### Signal wires on met3, run 1

Scale: 3 px per µm.
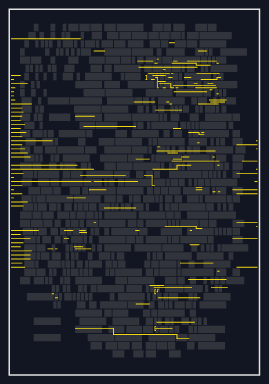
### The clock network, run 1

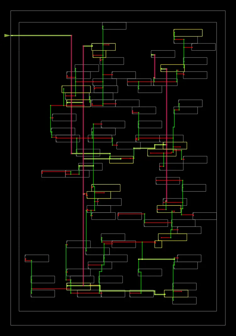
### Signal metal coverage by tile, run 1

Scale: 3 px per µm. 17 x 24 tiles, from dark purple (low) to yellow (high), scaled to the fullest tile. Values are wire area over tile area, all layers added.
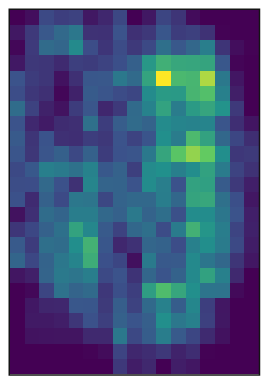
### Cells colored by class, run 1

Scale: 4 px per µm.
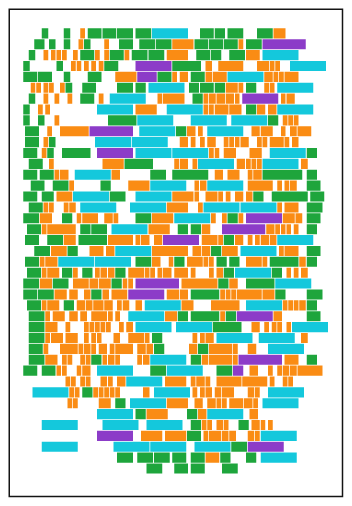
==> src/rtl/vram_arbiter_pkg.sv <==
// Shared VRAM arbiter types and default geometry constants.
package vram_arbiter_pkg;

  localparam int unsigned VRAM_DEPTH  = 1024;
  localparam int unsigned VRAM_WORD_W = 16;

  typedef enum logic [1:0] {
    IDLE = 2'd0,
    CPU  = 2'd1,
    SCAN = 2'd2,
    ACK  = 2'd3
  } arb_state_e;

endpackage

==> src/rtl/vram_scan_fifo.sv <==
// Two-entry scan word buffer with sof sideband, flush and occupancy output.
module vram_scan_fifo
  import vram_arbiter_pkg::*;
#(
  parameter int unsigned WORD_W = VRAM_WORD_W
) (
  input  logic              clk,
  input  logic              rst,
  input  logic              flush_i,
  input  logic              push_i,
  input  logic [WORD_W-1:0] push_data_i,
  input  logic              push_sof_i,
  input  logic              pop_i,
  output logic              valid_o,
  output logic [WORD_W-1:0] data_o,
  output logic              sof_o,
  output logic [1:0]        count_o
);

  logic [WORD_W-1:0] data_q [2];
  logic              sof_q  [2];
  logic              rptr_q;
  logic [1:0]        count_q, count_d;
  logic              empty, store, deq, wptr;

  always_comb begin
    empty   = (count_q == 2'd0);
    deq     = ~empty & pop_i & ~flush_i;
    // A word arriving into an empty buffer that is taken at once is never stored.
    store   = push_i & ~(empty & pop_i) & ~flush_i;
    wptr    = rptr_q ^ count_q[0];
    count_d = count_q + {1'b0, store} - {1'b0, deq};
    valid_o = ~flush_i & (~empty | push_i);
    data_o  = '0;
    sof_o   = 1'b0;
    if (!empty) begin
      data_o = data_q[rptr_q];
      sof_o  = sof_q[rptr_q];
    end else if (push_i) begin
      data_o = push_data_i;
      sof_o  = push_sof_i;
    end
  end

  assign count_o = count_q;

  always_ff @(posedge clk or posedge rst) begin
    if (rst) begin
      count_q <= '0;
      rptr_q  <= 1'b0;
      for (int unsigned i = 0; i < 2; i++) begin
        data_q[i] <= '0;
        sof_q[i]  <= 1'b0;
      end
    end else if (flush_i) begin
      count_q <= '0;
      rptr_q  <= 1'b0;
    end else begin
      if (store) begin
        data_q[wptr] <= push_data_i;
        sof_q[wptr]  <= push_sof_i;
      end
      rptr_q  <= rptr_q ^ deq;
      count_q <= count_d;
    end
  end

endmodule

==> src/rtl/vram_arbiter.sv <==
// Single-port VRAM arbiter between CPU bus and display scan engine.
// Optional starvation guard: define VRAM_ARB_STARVE_GUARD_EN.
module vram_arbiter
  import vram_arbiter_pkg::*;
#(
  parameter int unsigned DEPTH        = VRAM_DEPTH,
  parameter int unsigned ADDR_W       = 10,
  parameter int unsigned WORD_W       = VRAM_WORD_W,
  parameter int unsigned STARVE_LIMIT = 4
) (
  input  logic              clk,
  input  logic              reset,
  input  logic              cpu_req,
  input  logic              cpu_we,
  input  logic [ADDR_W-1:0] cpu_addr,
  input  logic [WORD_W-1:0] cpu_wdata,
  output logic              cpu_ack,
  output logic [WORD_W-1:0] cpu_rdata,
  input  logic              scan_en,
  output logic              scan_valid,
  input  logic              scan_ready,
  output logic [WORD_W-1:0] scan_data,
  output logic              scan_sof,
  output logic              mem_en,
  output logic              mem_we,
  output logic [ADDR_W-1:0] mem_addr,
  output logic [WORD_W-1:0] mem_wdata,
  input  logic [WORD_W-1:0] mem_rdata
);

  arb_state_e        state_q, state_d;
  logic              cpu_ack_q, rd_pend_q;
  logic [WORD_W-1:0] rdata_q;
  logic [ADDR_W-1:0] scan_addr_q, scan_addr_d;
  logic              inflight_q, inflight_sof_q;
  logic [1:0]        fifo_count;
  logic              cpu_elig, scan_elig, cpu_grant, scan_grant, force_scan, rd_done;

`ifdef VRAM_ARB_STARVE_GUARD_EN
  localparam int unsigned STARVE_W = $clog2(STARVE_LIMIT + 1);
  logic [STARVE_W-1:0] starve_q;
  assign force_scan = scan_elig & (starve_q >= STARVE_W'(STARVE_LIMIT));
`else
  assign force_scan = 1'b0;
`endif

  always_comb begin
    cpu_elig   = cpu_req & (state_q != CPU);
    scan_elig  = scan_en & (({1'b0, fifo_count} + {2'b00, inflight_q}) < 3'd2);
    cpu_grant  = cpu_elig & ~force_scan;
    scan_grant = scan_elig & ~cpu_grant;
    if (cpu_grant)           state_d = CPU;
    else if (scan_grant)     state_d = SCAN;
    else if (state_q == CPU) state_d = ACK;
    else                     state_d = IDLE;

    mem_en    = cpu_grant | scan_grant;
    mem_we    = cpu_grant & cpu_we;
    mem_addr  = cpu_grant ? cpu_addr : (scan_grant ? scan_addr_q : '0);
    mem_wdata = (cpu_grant & cpu_we) ? cpu_wdata : '0;

    if (!scan_en)
      scan_addr_d = '0;
    else if (scan_grant)
      scan_addr_d = (scan_addr_q == ADDR_W'(DEPTH - 1)) ? '0 : scan_addr_q + 1'b1;
    else
      scan_addr_d = scan_addr_q;
  end

  // Memory output is already registered, so read data is forwarded in the ack
  // cycle and rdata_q only holds it until the next read completes.
  assign rd_done   = cpu_ack_q & rd_pend_q;
  assign cpu_rdata = rd_done ? mem_rdata : rdata_q;
  assign cpu_ack   = cpu_ack_q;

  always_ff @(posedge clk or posedge reset) begin
    if (reset) begin
      state_q        <= IDLE;
      cpu_ack_q      <= 1'b0;
      rd_pend_q      <= 1'b0;
      rdata_q        <= '0;
      scan_addr_q    <= '0;
      inflight_q     <= 1'b0;
      inflight_sof_q <= 1'b0;
`ifdef VRAM_ARB_STARVE_GUARD_EN
      starve_q       <= '0;
`endif
    end else begin
      state_q        <= state_d;
      cpu_ack_q      <= cpu_grant;
      rd_pend_q      <= cpu_grant & ~cpu_we;
      if (rd_done) rdata_q <= mem_rdata;
      scan_addr_q    <= scan_addr_d;
      inflight_q     <= scan_grant;
      inflight_sof_q <= (scan_addr_q == '0);
`ifdef VRAM_ARB_STARVE_GUARD_EN
      if (scan_grant)
        starve_q <= '0;
      else if (scan_elig && cpu_grant && starve_q < STARVE_W'(STARVE_LIMIT))
        starve_q <= starve_q + 1'b1;
`endif
    end
  end

  vram_scan_fifo #(.WORD_W(WORD_W)) u_fifo (
    .clk         (clk),
    .rst         (reset),
    .flush_i     (~scan_en),
    .push_i      (inflight_q & scan_en),
    .push_data_i (mem_rdata),
    .push_sof_i  (inflight_sof_q),
    .pop_i       (scan_ready),
    .valid_o     (scan_valid),
    .data_o      (scan_data),
    .sof_o       (scan_sof),
    .count_o     (fifo_count)
  );

endmodule

==> config.mk <==
export PLATFORM = sky130hd
export DESIGN_NAME = vram_arbiter
export DESIGN_NICKNAME = d
export VERILOG_FILES = /design/src/rtl/vram_arbiter_pkg.sv /design/src/rtl/vram_scan_fifo.sv /design/src/rtl/vram_arbiter.sv
export SDC_FILE = /design/constraint.sdc
export NUM_CORES = 1
export LEC_CHECK = 0
export ABC_AREA = 1
export CORE_ASPECT_RATIO = 1.5
export CORE_MARGIN = 3
export CORE_UTILIZATION = 43
export CTS_CLUSTER_SIZE = 40
export DETAILED_ROUTE_END_ITERATION = 8
export HOLD_SLACK_MARGIN = 0.02
export PLACE_DENSITY = 0.76
export SLEW_MARGIN = 25
export SYNTH_ARGS = -nofsm -noshare
export SYNTH_HDL_FRONTEND = slang
export SYNTH_HIERARCHICAL = 1
export SYNTH_SLANG_ARGS = --single-unit
==> constraint.sdc <==
create_clock -name clk -period 1.7 [get_ports clk]
set_input_delay 0.255 -clock clk [delete_from_list [all_inputs] [get_ports clk]]
set_output_delay 0.255 -clock clk [all_outputs]
set_load 0.02 [all_outputs]
==> CHANGELOG.md, run 1 <==
## Flow update

* Met3 Resource Use GR at 0.0523
* Antenna violations before repair at 0
* DP Worst Slack at -0.588 ns
* Internal at between 5000 and 6000 µW
* CP required at 1.44 ns
* Reg-to-reg endpoint: u_fifo/count_o[1]
* Synth async-reset ratio at 1.00
* CP arrival at around 1.5 ns
* Critical Path Source: u_fifo/count_o[1]
* Hold WC Path Type: in2async
* Period utilization at 1.06
* Slew @ Worst Pin at between 0.3 and 0.4 ns
* Most common cell in the netlist: nand2_1
* Clock Sinks at 69
* Post-DP HPWL at around 7900 µm
* Pre-antenna DRT Iters at 6
* Final nets at between 600 and 700
* Post-Syn Nets at 521
* Met2 Use GR at 0.418
* First-iteration detailed-routing DRC count at between 300 and 400
* FP Core Util at 0.449
* Yosys cell types at 29
* Clk pwr share at 0.336
* Mapped Area at 0.00382 mm²
* Final ANT Viol Nets at 0
* Placer Congestion at approximately 0.9
* CTS Buf Count at 9
* DR WL met2 at around 6500 µm
* TNS Setup at -1.66 ns
* Slew headroom at 0.768
* First-pass GRT wire length at approximately 19000 µm
* PD cells at roughly 1200 mW/mm²
* Worst setup margin at -0.0945 ns
* TritonCTS clock tree: yes
* Overall power at ~7400 µW
* Sequential cell area fraction in the yosys report at 0.452
* Max_cap viols at 0
* Status: complete, but fails checks
* DRC viols at 0
* Top cells by count: 120 x nand2_1, 69 x dfrtp_1, 41 x nor2_1, 38 x inv_1, 38 x nand4_1
* Largest net degree at the start of global routing at 38
* # setup viols final at 45
* Share of cells above drive strength 1 at 0.378
* Crit Path Max Fanout at 7
* Critical path capture point type: output port
* Core Rows at roughly 40
* Final Hold Vio Count at 0
* Layout Cells excl Fill at around 740
* # resized after CTS at 345
* IO Port Bufs at roughly 110
* Sw power at between 2000 and 2500 µW
* Largest cells by area: dfrtp_1 45%, nand2_1 12%, nand4_1 6.2%
* CTS Buffer Depth at 2
* Startpoint Class: register
* GR Layer Usage met1 at 0.250
* Top_reg_cell synth: dfrtp_1
* Comb power frac at 0.352
* Clock root buffer: clkbuf_16
* Met1 wire length at between 4000 and 5000 µm
* Area delta synth->final at 64.2%
* I/O Pins at 111
* Sw Ratio at 0.308
* Reg power frac at 0.311
* R2r worst-path depth at 12
* Clk_skew at around 0.0035 ns
* H-tree levels at 3
* OpenROAD warning count at 29
* Die width at about 83 µm
* Syn Area/Cell at between 8 and 9 µm²
* Syn. warnings at 6
* Unrepaired setup endpoints after global routing: yes
* Grt ovf at 0
* Final core occ at 0.737
* Dpl cell area at around 0.0054 mm²
* Metal3 WL at between 800 and 900 µm
* Setup crit end: scan_data[2]
* GRT busiest layer: met2
* Ys cells at around 470
* Hold_buf cts at 0
* Placed insts at just over 700
* Via count of the first global-routing pass at 3894
* Max layer used: met4
* Setup Buffers After CTS at 4
* Hold slack at roughly 0.21 ns
* Max Clock Freq at approximately 0.56 GHz
* Pins Over Slew Limit at 0
* Failing checks: negative setup slack
* Vias per inst at about 5.5
* Clk slew on worst S/H paths at roughly 0.06 ns
* Die y size at 121 µm
* Maximum vdd ir drop at roughly 0.00064 V
* Lkg Pwr at about 0.0031 µW
* Crit Path Class: reg2out
* Fin crit period at around 1.8 ns
* EDFF count, synth at 0
* Worst reg2reg path startpoint: inflight_q
* Yosys stat area at 0.00382 mm²
* Synth top area share at 0.452
* Register bit total from synthesis at 69
* Die ar. at about 0.010 mm²
* Slack of the worst reg-to-reg path at -0.04 ns
* Number of diodes at 0
* Synthesized instance count at 469
* Largest area contributor in the netlist: dfrtp_1
Notes on 'Signal wires on met3' above:
- share of all routed wire: 6.5%
- nets with wire on the layer: 106
- longest straight run: 27.4 µm
- wire length on this layer: 804 µm
- main direction: horizontal
Vias: 4045
final wirelength: 12400 µm

Notes on 'The clock network' above:
Clock Power: 2490 µW
# clk buffers: 10
clk latency late pin: 0.34 ns

Notes on 'Signal metal coverage by tile' above:
- tiles over half the peak: 9.3%
- densest ninth of the die: east
- nearly empty tiles: 13%
- mean over tiles: 0.20
- fullest tile: 0.79
drt wl/cell: 16.8 µm
total track usage: 0.230

Notes on 'Cells colored by class' above:
- cyan: flip-flops (cells 69)
- green: other buffers and delay cells (cells 169)
- orange: all other logic (cells 379)
- purple: clock drivers and dummy loads (cells 16)
core area: 0.00852 mm²
cell area after layout: 0.00627 mm²

==> run 1: critical path: stages (launching register included) <==
cell     delay (ns)
dfrtp_1        0.40
nor2_2         0.16
buf_12         0.17
buf_12         0.14
nand3_1        0.07
o21ai_1        0.09
buf_4          0.16
==> run 1: flip-flops by register name, summed over array words and instances (netlist names) <==
name,cells
scan_addr_q,10
rdata_q,16
inflight_q,1
u_fifo/sof_q,2
inflight_sof_q,1
cpu_ack,1
u_fifo/rptr_q,1
u_fifo/count_o,2
u_fifo/data_q,32
rd_pend_q,1
state_q,2
==> run 1: layout by cell type, fill, tap and decap left out, drive strengths merged <==
cell	n
ha	4
mux2	16
nor2	47
or2	1
buf	118
o21ai	51
nor4	1
dlygate4sd2	1
clkdlybuf4s50	47
nand3	31
nand4	38
clkinvlp	1
dfrtp	69
clkbuf	13
xor2	3
nand3b	1
a21oi	6
clkinv	1
nand2	135
bufinv	5
inv	44
==> run 1: layout make-up <==
class | instances | area (µm²)
fill | 598 | 2240
tap | 107 | 134
timing repair buffer | 169 | 1670
inverter | 45 | 204
clock inverter | 6 | 158
clock buffer | 10 | 239
multi-input combinational | 334 | 2150
sequential | 69 | 1730
==> run 1: cells by family after synthesis <==
| family | count (synthesis) | share of synthesized area |
|---|---|---|
| and+or+nand+nor | 251 | 0.320 |
| buffers and inverters | 69 | 0.0858 |
| DFF | 69 | 0.452 |
| AOI/OAI and AO/OA | 57 | 0.0747 |
| muxes | 16 | 0.0472 |
| adders and majority gates | 4 | 0.0131 |
| xor gates and xnor gates | 3 | 0.00688 |
==> run 1: power by group through the flow <==
stage	Combinational (µW)	Sequential [µW]	Clock (µW)
4_1_cts	2160	2270	2520
3_3_place_gp	2140	2250	0
6_report	2600	2300	2490
2_1_floorplan	1180	2240	0
5_1_grt	2790	2360	2590
3_5_place_dp	2190	2280	0
==> run 1 -> run 2 <==
--- a/config.mk
+++ b/config.mk
@@ -9,6 +9,7 @@
 export CORE_ASPECT_RATIO = 1.5
 export CORE_MARGIN = 3
 export CORE_UTILIZATION = 43
+export CTS_BUF_LIST = sky130_fd_sc_hd__clkbuf_4 sky130_fd_sc_hd__clkbuf_8 sky130_fd_sc_hd__clkbuf_16
 export CTS_CLUSTER_SIZE = 40
 export DETAILED_ROUTE_END_ITERATION = 8
 export HOLD_SLACK_MARGIN = 0.02
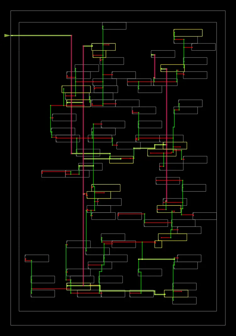
*The clock network, run 2*
clk_skew: 0.00349 ns
Clock Sinks: 69
CTS Buf Count: 9
flop count: 69

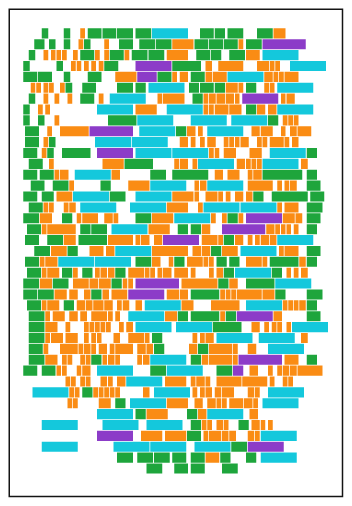
*Cells colored by class, run 2*
Scale: 4 px per µm.
- cyan: flip-flops (cells 69)
- green: other buffers and delay cells (cells 169)
- orange: all other logic (cells 379)
- purple: clock drivers and dummy loads (cells 16)
Core Rows: 41
Seq/total area: 0.275
final core occ: 0.737

==> run 2 against run 1 <==
  * The run still ends with negative setup slack left
  * Clock-buffer cell count is the same
  * Clock skew unchanged
  * Design area stayed put
  * Maximum frequency unchanged
  * Register-to-register slack is essentially flat
  * Setup slack stayed put
  * Global-route usage unchanged
  * Wire length unchanged
  * Power unchanged
  * Clock power hardly changed
  * Via count did not move
  * Combinational power about the same
  * Critical endpoint unchanged
==> CHANGELOG.md, run 2 <==
## Flow update

* TNS Setup at -1.66 ns (unchanged)
* Overall power at 7400 µW (unchanged)
* Maximum vdd ir drop at 0.000637 V (unchanged)
* # fillers at 598 (unchanged)
* Placed insts at 709 (unchanged)
* Lkg Pwr at 0.00313 µW (unchanged)
* CTS Buffer Depth at 2 (unchanged)
* CP most frequent cell: buf_12
* Reg power frac at 0.311 (about the same)
* Max reg flops at 32 (unchanged)
* Slack of the worst reg-to-reg path at -0.04 ns (about the same)
* CP Cell Sequence: nor2_2 -> buf_12 -> buf_12 -> nand3_1 -> o21ai_1 -> buf_4
* Top_reg_cell synth: dfrtp_1
* Worst setup margin at -0.0945 ns (unchanged)
* Hold slack at 0.214 ns (unchanged)
* Placer Congestion at 0.884 (unchanged)
* Largest Register: u_fifo/data_q
* First-pass GRT wire length at 18600 µm (unchanged)
* Status: complete, but fails checks
* Fin crit period at 1.79 ns (unchanged)
* Critical Path Source: u_fifo/count_o[1]
* Syn. warnings at 6 (unchanged)
* Final nets at 680 (unchanged)
* Post-Syn Nets at 521 (unchanged)
* Max Clock Freq at 0.557 GHz (unchanged)
* Yosys stat area at 0.00382 mm² (unchanged)
* Crit Path Max Fanout at 7 (unchanged)
* Synthesized instance count at 469 (unchanged)
* Failing checks: negative setup slack
* Ys cells at 469 (unchanged)
* Largest cells by area: dfrtp_1 45%, nand2_1 12%, nand4_1 6.2%
* Pins Over Slew Limit at 0 (unchanged)
* Synth async-reset ratio at 1.00 (unchanged)
* Critical path capture point type: output port
* Total track usage at 0.230 (unchanged)
* Layout Cells excl Fill at 740 (unchanged)
* Hold WC Path Type: in2async
* Largest area contributor in the netlist: dfrtp_1
* Syn Area/Cell at 8.14 µm² (unchanged)
* First-iteration detailed-routing DRC count at 316 (unchanged)
* Vias at 4045 (unchanged)
* Period utilization at 1.06 (unchanged)
* CP arrival at 1.54 ns (about the same)
* Largest regs: u_fifo/data_q (32), rdata_q (16), scan_addr_q (10)
* PD cells at 1180 mW/mm² (unchanged)
* TritonCTS clock tree: yes
* Top cells excl fill/tap: 115 x nand2_1, 69 x dfrtp_1, 55 x buf_4
* Largest net degree at the start of global routing at 38 (unchanged)
* Startpoint Class: register
* I/O Pins at 111 (unchanged)
* Sw power at 2280 µW (unchanged)
* Slowest stage delay, CP at 0.40 ns (about the same)
* Internal at 5120 µW (unchanged)
* Clk slew on worst S/H paths at 0.06 ns (about the same)
* Die y size at 121 µm (unchanged)
* Max_cap viols at 0 (unchanged)
* Comb power frac at 0.352 (about the same)
* IO Port Bufs at 110 (unchanged)
* Cell area after layout at 0.00627 mm² (unchanged)
* OpenROAD warning count at 29 (unchanged)
* Pre-antenna DRT Iters at 6 (unchanged)
* Slew @ Worst Pin at 0.348 ns (unchanged)
* Die width at 83.0 µm (unchanged)
* Comb area at 0.00215 mm² (unchanged)
* Synth top area share at 0.452 (unchanged)
* Worst reg2reg path startpoint: inflight_q
* Clk pwr share at 0.336 (about the same)
* Final wirelength at 12400 µm (unchanged)
* Die ar. at 0.0101 mm² (unchanged)
* Clk latency late pin at 0.34 ns (about the same)
* Vias per inst at 5.47 (unchanged)
* H-tree levels at 3 (unchanged)
* Mapped Area at 0.00382 mm² (unchanged)
* Antenna violations before repair at 0 (unchanged)
* Most common cell in the netlist: nand2_1
* Commonest Layout Cell: nand2_1
* Grt ovf at 0 (unchanged)
* Flop area at 0.00173 mm² (unchanged)
* Dpl cell area at 0.00541 mm² (unchanged)
* R2r worst-path depth at 12 (unchanged)
* Crit Path Class: reg2out
* EDFF count, synth at 0 (unchanged)
* Final ANT Viol Nets at 0 (unchanged)
* Area delta synth->final at 64.2% (unchanged)
* Sw Ratio at 0.308 (unchanged)
* Register bit total from synthesis at 69 (unchanged)
* Slew headroom at 0.768 (unchanged)
* Post-DP HPWL at 7870 µm (unchanged)
* Sequential cell area fraction in the yosys report at 0.452 (unchanged)
* Crit path max-delay cell type: dfrtp_1
* Clock root buffer: clkbuf_16
* Via count of the first global-routing pass at 3894 (unchanged)
* Top cells by count: 120 x nand2_1, 69 x dfrtp_1, 41 x nor2_1, 38 x inv_1, 38 x nand4_1
* Unrepaired setup endpoints after global routing: yes
* FP Core Util at 0.449 (unchanged)
* Core area at 0.00852 mm² (unchanged)
* Number of diodes at 0 (unchanged)
* DP Worst Slack at -0.588 ns (unchanged)
* Final Hold Vio Count at 0 (unchanged)
* Drt wl/cell at 16.8 µm (unchanged)
* Yosys cell types at 29 (unchanged)
* CP required at 1.44 ns (about the same)
* # setup viols final at 45 (unchanged)
* DRC viols at 0 (unchanged)
* Share of cells above drive strength 1 at 0.378 (unchanged)
==> run 2: path summary, 6_finish.rpt <==
check | to
setup / recovery | scan_data[2]
hold / removal | rdata_q[2]
setup reg to reg | u_fifo/count_o[1]
hold reg to reg | u_fifo/data_q[30]
max in group asynchronous | rdata_q[14]
min in group clk | u_fifo/data_q[30]
==> run 2: cell families after synthesis <==
| group | count (synthesis) | share of synthesized area |
|---|---|---|
| simple gates | 251 | 0.320 |
| buf+inv | 69 | 0.0858 |
| flops | 69 | 0.452 |
| compound gates | 57 | 0.0747 |
| mux | 16 | 0.0472 |
| fa+ha+maj | 4 | 0.0131 |
| xor+xnor | 3 | 0.00688 |
==> run 2: routing by layer <==
layer	GRT usage	vias up	part of all wire
met1	0.250	1923	0.37
met3	0.0523	57	0.065
met4	0.115	0	0.046
met2	0.418	200	0.52
met5	0	-	0
li1	-	1865	-
==> run 2: final cells by class <==
class	count	area share
multi-input cells	334	0.342
flip-flops and latches	69	0.275
repair buffers	169	0.266
clock buffers	10	0.0381
inverters	45	0.0325
clock inverters	6	0.0251
well taps	107	0.0213
==> run 2: power by group through the flow <==
stage               combinational [µW]  clock (µW)  sequential, µW
floorplan                         1180           0            2240
global placement                  2140           0            2250
detailed placement                2190           0            2280
CTS                               2160        2520            2270
global route                      2790        2590            2360
finish                            2600        2490            2300
==> run 2: critical path, delay by kind of cell (launching register included) <==
family                 cells  cell delay (ns)
buffers and inverters      3             0.47
AND/OR/NAND/NOR            2             0.23
AND-OR/OR-AND              1             0.09
flip-flops                 1             0.40
==> run 2: repair_timing <==
item / CTS / global route
hold buffers: 0 / 0
endpoints found under the setup margin: 98 / 91
gates cloned: 2 / 4
pin swaps: 4 / 7
resized: 345 / 99
setup buffers: 4 / 5
hold endpoints to repair: 0 / 0
Power figures rest on the tool's default switching activity, not on a simulated workload.
